**Run 1: the metal 1 layer**

Supply wires on this layer in gray.
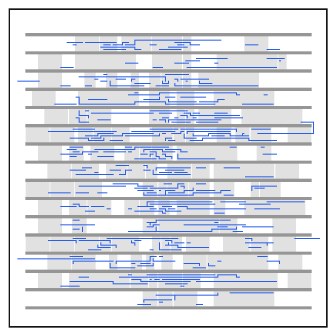
**Run 1: cell classes on the final placement**

Bar = 10 um.
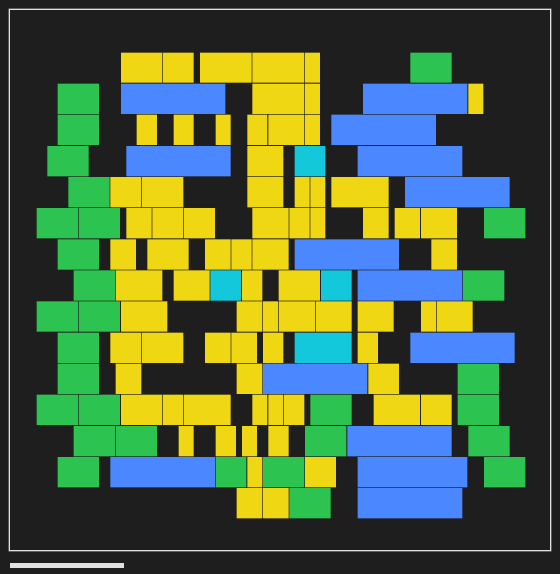
**Run 1: clock wires, drivers and flops**

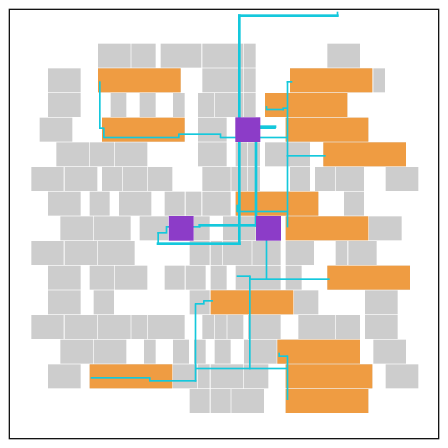
[src/rtl/iteration_scheduler_pkg.sv]
// iteration_scheduler_pkg
// Shared definitions for the iteration scheduler: the number of requesters
// and the sequencer state encoding.
// No ports (package).
package iteration_scheduler_pkg;

    localparam int NUM_REQ = 2;

    // IDLE waits for a request, RUN issues one step per clock, DONE pulses
    // completion for exactly one cycle before returning to IDLE.
    typedef enum logic [1:0] {
        IDLE = 2'd0,
        RUN  = 2'd1,
        DONE = 2'd2
    } state_t;

endpackage

[src/rtl/rr_arbiter2.sv]
// rr_arbiter2
// Combinational two-way round-robin arbiter.
// Ports:
//   valid     [1:0] in  : per-requester request valid
//   last            in  : index of the requester served most recently
//   grant     [1:0] out : one-hot grant, zero when nobody is valid
//   grant_idx       out : index of the granted requester (0 when idle)
module rr_arbiter2
    import iteration_scheduler_pkg::*;
(
    input  logic [NUM_REQ-1:0] valid,
    input  logic               last,
    output logic [NUM_REQ-1:0] grant,
    output logic               grant_idx
);

    // A lone requester always wins; on a tie the one that was not served
    // last goes next, so neither side can starve the other.
    always_comb begin
        grant_idx = 1'b0;
        case (valid)
            2'b01:   grant_idx = 1'b0;
            2'b10:   grant_idx = 1'b1;
            2'b11:   grant_idx = ~last;
            default: grant_idx = 1'b0;
        endcase
    end

    always_comb begin
        grant = '0;
        if (valid != '0) begin
            grant = grant_idx ? 2'b10 : 2'b01;
        end
    end

endmodule

[src/rtl/iteration_scheduler.sv]
// iteration_scheduler
// Sequencer that serves two requesters round-robin and issues one toggle
// step per clock for each requested iteration, keeping a result bit per
// requester that flips on every one of its steps.
// Ports:
//   clock                 in  : sole clock, posedge
//   reset                 in  : asynchronous active-high reset
//   req_valid  [1:0]      in  : per-requester request valid
//   req_count  [1:0][W-1:0] in: per-requester iteration count
//   req_ready  [1:0]      out : accept strobe (combinational), one-hot or zero
//   step                  out : one pulse per iteration
//   owner                 out : requester being served (valid while busy)
//   busy                  out : high in RUN and DONE
//   done                  out : one-cycle completion pulse
//   done_owner            out : requester that completed (valid with done)
//   result     [1:0]      out : per-requester toggle state
module iteration_scheduler
    import iteration_scheduler_pkg::*;
#(
    parameter int COUNT_WIDTH = 8
) (
    input  logic                                  clock,
    input  logic                                  reset,
    input  logic [NUM_REQ-1:0]                    req_valid,
    input  logic [NUM_REQ-1:0][COUNT_WIDTH-1:0]   req_count,
    output logic [NUM_REQ-1:0]                    req_ready,
    output logic                                  step,
    output logic                                  owner,
    output logic                                  busy,
    output logic                                  done,
    output logic                                  done_owner,
    output logic [NUM_REQ-1:0]                    result
);

    localparam logic [COUNT_WIDTH-1:0] COUNT_ONE = {{(COUNT_WIDTH-1){1'b0}}, 1'b1};

    state_t                   state;
    logic [COUNT_WIDTH-1:0]   remaining;
    logic                     last_owner;
    logic [NUM_REQ-1:0]       grant;
    logic                     grant_idx;

    rr_arbiter2 u_arbiter (
        .valid     (req_valid),
        .last      (last_owner),
        .grant     (grant),
        .grant_idx (grant_idx)
    );

    // Requests are only accepted while idle; anything arriving later simply
    // stays pending on req_valid until the sequencer comes back.
    assign req_ready  = (state == IDLE) ? grant : '0;

    assign step       = (state == RUN);
    assign busy       = (state != IDLE);
    assign done       = (state == DONE);
    assign done_owner = owner;

    // Main sequencer. A zero count skips RUN entirely. The counter leaves RUN
    // when it reaches 1, so it never decrements through zero. last_owner is
    // updated only on completion, which makes the arbiter alternate between
    // requesters that are both continuously valid.
    always_ff @(posedge clock or posedge reset) begin
        if (reset) begin
            state      <= IDLE;
            remaining  <= '0;
            owner      <= 1'b0;
            result     <= '0;
            last_owner <= 1'b1;
        end else begin
            case (state)
                IDLE: begin
                    if (req_valid != '0) begin
                        owner     <= grant_idx;
                        remaining <= req_count[grant_idx];
                        state     <= (req_count[grant_idx] == '0) ? DONE : RUN;
                    end
                end
                RUN: begin
                    result    <= result ^ (2'b01 << owner);
                    remaining <= remaining - COUNT_ONE;
                    if (remaining == COUNT_ONE) begin
                        state <= DONE;
                    end
                end
                DONE: begin
                    last_owner <= owner;
                    state      <= IDLE;
                end
                default: begin
                    state <= IDLE;
                end
            endcase
        end
    end

endmodule

[config.mk]
export PLATFORM = sky130hd
export DESIGN_NAME = iteration_scheduler
export DESIGN_NICKNAME = d
export VERILOG_FILES = /design/src/rtl/iteration_scheduler_pkg.sv /design/src/rtl/rr_arbiter2.sv /design/src/rtl/iteration_scheduler.sv
export SDC_FILE = /design/constraint.sdc
export NUM_CORES = 1
export LEC_CHECK = 0
export CORE_MARGIN = 2
export CORE_UTILIZATION = 48
export CTS_CLUSTER_SIZE = 16
export DETAILED_ROUTE_END_ITERATION = 10
export GPL_ROUTABILITY_DRIVEN = 0
export MAX_ROUTING_LAYER = met4
export PLACE_DENSITY = 0.82
export SLEW_MARGIN = 40
export SYNTH_ARGS = -nofsm -noshare
export SYNTH_HDL_FRONTEND = slang
export SYNTH_SLANG_ARGS = --single-unit
[constraint.sdc]
create_clock -name clock -period 4.3 [get_ports clock]
set_input_delay 0.86 -clock clock [delete_from_list [all_inputs] [get_ports clock]]
set_output_delay 0.86 -clock clock [all_outputs]
set_load 0.03 [all_outputs]
==> reports/metrics.yaml, run 1 <==
setup_path:
  cp-endpoint: "req_ready[1]"
  cp.required_ps: 3440
  cp_slowest_cell: "clkdlybuf4s50_1"
routing:
  wl_per_cell_um: 14.6
  topRoutingLayerUsed: "met4"
  wl_um: 2110
  drt-initial-drc-count: 31
clocking:
  clock_path_buffers: 2
  postCtsResizedCells: 0
  clkTransAtPathRegs_ps: 90
status:
  status: "finished clean"
place:
  dp_cells: 141
hold_path:
  min_to: "result[0]$_DFFE_PP0P_"
grt:
  track_usage_pct: 21.6
finish:
  fin_nets: 143
  lay_top_count: "clkdlybuf4s50_1"
synth:
  yosys-top-cells-area: "dfrtp_1, mux2i_1, mux2_2"
  yosysMostFrequentCell: "dfrtp_1"
  ys_ff: 14
timing:
  fmax_mhz: 280
  hold_viol_final: 0
## Picture notes: 'the metal 1 layer'
nets with wire on the layer: 116
wire length on this layer: 882 um
share of all routed wire: 42%
longest straight run: 14.7 um
main direction: horizontal

## Picture notes: 'cell classes on the final placement'
legend:
  clock drivers and dummy loads:
    color: cyan
    cells: 4
  other buffers and delay cells:
    color: green
    cells: 29
  flops:
    color: blue
    cells: 14
  all other logic:
    color: yellow
    cells: 73
Core Box Area: 0.00175 mm2
Finished Cell Area: 0.00122 mm2
row cnt: 15
flop share of the area: 28.9%

## Picture notes: 'clock wires, drivers and flops'
legend:
  flip-flops:
    color: orange
    count: 14
  clock wires:
    color: cyan
    length: 198 um
  cells driving clock nets:
    color: purple
    count: 3
routed clock nets: 4
Skew-Pair Late Insertion Delay: 280 ps
clock share of power: 14.9%
clk pwr: 0.0000968 W
Post-Route Skew: 1.02 ps

run 1: final cells by class:
cell class	count	area (um2)
flip-flops and latches	14	352
inverters	5	18.8
fillers	153	528
clock buffers	4	36.3
repair buffers	29	288
well taps	25	31.3
multi-input cells	68	492
run 1: power by group through the flow:
stage | registers (W) | clock network, W | logic, W
after floorplan | 0.000268 | 0 | 0.000186
after CTS | 0.000255 | 0.0000959 | 0.000300
after detailed placement | 0.000258 | 0 | 0.000297
after global routing | 0.000263 | 0.000102 | 0.000320
final | 0.000257 | 0.0000968 | 0.000296
after global placement | 0.000253 | 0 | 0.000288
run 1: sequential cells by signal (all words and copies together) (netlist names):
| register | count |
|---|---|
| state | 2 |
| remaining | 8 |
| done_owner | 1 |
| last_owner | 1 |
| result | 2 |
**Run 1: the clock network**

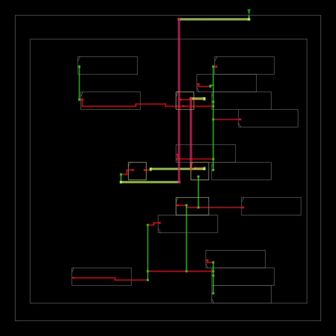

## Run 2: what changed since run 1
Settings changed: CORE_UTILIZATION 48 to 45, PLACE_DENSITY 0.82 to 0.77.
Clock period 4.3 ns to 3.68 ns, I/O delays scaled along.
**Run 2: the clock network**

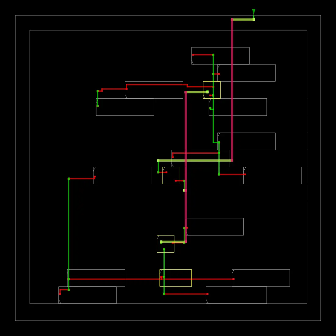
Seq cells: 14
Sink Count: 14
Post-Route Skew: 1.36 ps
clk pwr: 0.000113 W

==> reports/metrics.yaml, run 2 <==
clocking:
  clock_latency_ps: 280  # about the same
  clkTransAtPathRegs_ps: 90  # about the same
  clock_path_buffers: 2  # unchanged
  postCtsResizedCells: 0  # unchanged
finish:
  fin_area_mm2: 0.00122  # +0.62%
  nFillCells: 167  # +9.2%
  top_regs: "remaining (8), result (2), state (2)"
  clockBufferCount: 4  # unchanged
  lay_top_count: "clkdlybuf4s50_1"
  biggestCellCategory: "logic gates"
  largest-register: "remaining"
  largest_register_ffs: 8  # unchanged
  seqAreaFraction_pct: 28.7  # -0.18 points
  buf_share_pct: 23.9  # +0.26 points
  clk_share_pct: 2.96  # -0.018 points
  inv_count: 5  # unchanged
  combAreaFraction_pct: 40.1  # -0.25 points
  fin_nets: 144  # +0.70%
  buffers_excl_clock: 30  # +3.4%
place:
  dp_cells: 144  # +2.1%
die:
  tapcell.inserted: 27  # +8.0%
  core-area_mm2: 0.00192  # +10%
routing:
  drt-initial-drc-count: 30  # -3.2%
setup_path:
  cp_slowest_cell: "clkdlybuf4s50_1"
  cp.required_ps: 2940  # -500 ps
  cp-endpoint: "req_ready[0]"
synth:
  ys_ff: 14  # unchanged
  yosys-top-cells-area: "dfrtp_1, mux2i_1, mux2_2"
status:
  status: "finished clean"
timing:
  hold_viol_final: 0  # unchanged
  fmax_mhz: 315
hold_path:
  min_to: "result[0]$_DFFE_PP0P_"
**Run 2: clock wires, drivers and flops**

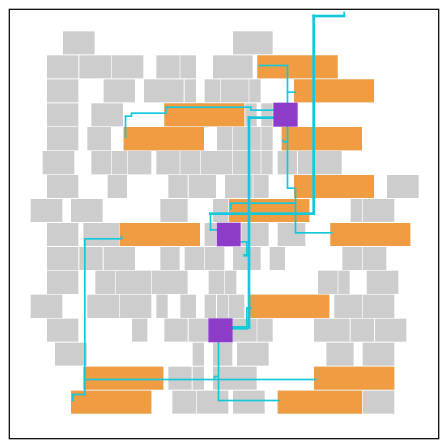
legend:
  flip-flops:
    color: orange
    count: 14
  clock wires:
    color: cyan
    length: 205 um
  cells driving clock nets:
    color: purple
    count: 3
routed clock nets: 4
clock share of power: 14.7%

run 2: cell families (layout without fill, tap and decap cells):
group | Yosys count | after routing | share of synthesized area (%)
AOI/OAI and AO/OA | 20 | 20 | 15.4
xor gates and xnor gates | 4 | 4 | 3.91
adders and majority gates | 2 | 2 | 2.79
buffers and inverters | 10 | 39 | 5.87
DFF | 14 | 14 | 39.2
muxes | 10 | 10 | 11.7
and+or+nand+nor | 32 | 32 | 21.1
run 2: power groups by stage:
stage	logic (W)	clock network, W	registers, W
final	0.000351	0.000113	0.000303
after floorplan	0.000218	0	0.000313
after global routing	0.000380	0.000125	0.000315
after global placement	0.000340	0	0.000297
after detailed placement	0.000351	0	0.000303
after CTS	0.000354	0.000115	0.000301
## Run 3: what changed since run 2
Settings changed: CORE_MARGIN 2 to not set.
**Run 3: the clock network**

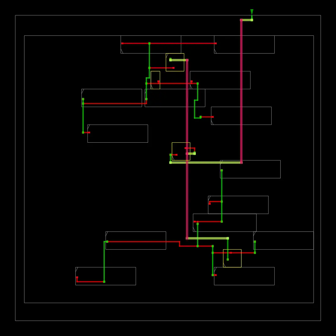
Skew-Pair Late Insertion Delay: 290 ps
TritonCTS Buffers: 3
Post-Route Skew: 4.98 ps
clock buffer count: 4
clk pwr: 0.0000945 W

**Run 3: cells by drive strength**

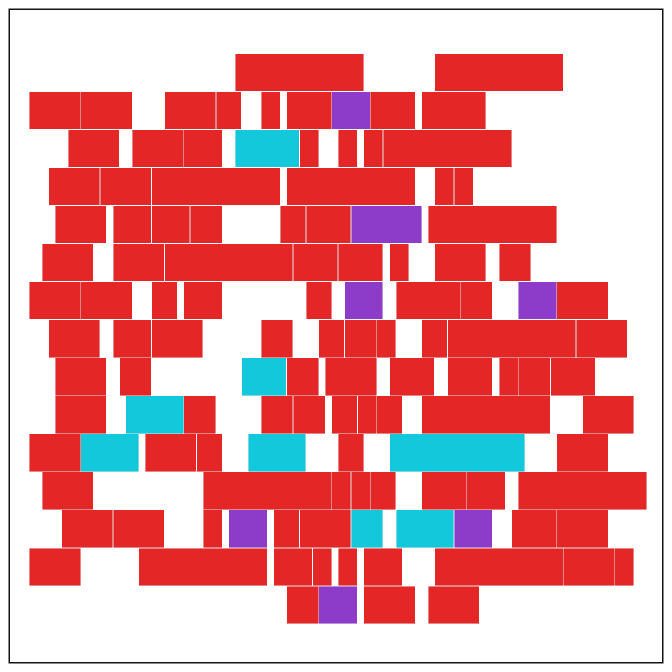
legend:
  drive 3 to 4:
    color: purple
    cells: 7
  drive 2:
    color: cyan
    cells: 8
    most_used: mux2_2
  drive 1 or less:
    color: red
    cells: 106
    most_used: clkdlybuf4s50_1
Finished Cell Area: 0.00121 mm2
post-route worst setup slack: 493 ps
Signal buffers: 30

==> reports/metrics.yaml, run 3 <==
finish:
  largest-register: "remaining"
  nFillCells: 154  # -7.8%
  fin_nets: 144  # unchanged
  top_regs: "remaining (8), result (2), state (2)"
  largest_register_ffs: 8  # unchanged
timing:
  hold_viol_final: 0  # unchanged
  fmax_mhz: 314  # -0.43%
  period_used_pct: 86.6
hold_path:
  min_to: "result[1]$_DFFE_PP0P_"
  hold_path.class: "reg -> reg"
setup_path:
  cp.required_ps: 2940  # about the same
  cp_slowest_cell: "clkdlybuf4s50_1"
synth:
  yosys.area_share.xor_xnor_pct: 3.91  # unchanged
  ys_sh_aoi_pct: 15.4  # unchanged
  ys_ff: 14  # unchanged
  fa_ha_area_share_pct: 2.79  # unchanged
  synth.area.mux_share_pct: 11.7  # unchanged
  yosys-top-cells-area: "dfrtp_1, mux2i_1, mux2_2"
  logic_family: "simple AND/OR/NAND/NOR gates"
  synthesis.area_um2: 896
  simple_gate_area_share_pct: 21.1  # unchanged
clocking:
  postCtsResizedCells: 0  # unchanged
  clkTransAtPathRegs_ps: 80  # about the same
  clock_path_buffers: 2  # unchanged
  h-tree-depth: 1
die:
  core-area_mm2: 0.00180  # -6.2%
  fp_util_pct: 49.7
  die_h_um: 46.6
  rows: 15
place:
  dp_cells: 142  # -1.4%
grt:
  grtUsageMet2_pct: 40.3
status:
  status: "finished clean"
power_and_ir_drop:
  p_int_w: 0.000445
  swShare_pct: 40.4
  peakVddDrop_mv: 0.354
  clkPwrFrac_pct: 12.7  # -2.0 points
routing:
  wl_um: 2140
  drt-initial-drc-count: 19  # -37%
[run 3: power by group through the flow]
| stage | Sequential, W | Combinational, W | Clock [W] |
|---|---|---|---|
| after floorplan | 0.000313 | 0.000218 | 0 |
| after global placement | 0.000296 | 0.000339 | 0 |
| after detailed placement | 0.000302 | 0.000350 | 0 |
| after CTS | 0.000300 | 0.000351 | 0.0000952 |
| after global routing | 0.000313 | 0.000382 | 0.000101 |
| final | 0.000302 | 0.000349 | 0.0000945 |
[run 3: layout make-up]
cell class / count / area share (%)
repair buffers: 30 / 24.1
clock buffers: 4 / 2.17
multi-input cells: 68 / 40.6
well taps: 25 / 2.58
inverters: 5 / 1.55
flip-flops and latches: 14 / 29.0
[run 3: layer usage]
metal	wire, um	part of all wire [%]
met1	905	42
met2	1040	49
met3	125	5.8
met4	65	3.0
met5	0	0
Power figures rest on the tool's default switching activity, not on a simulated workload.
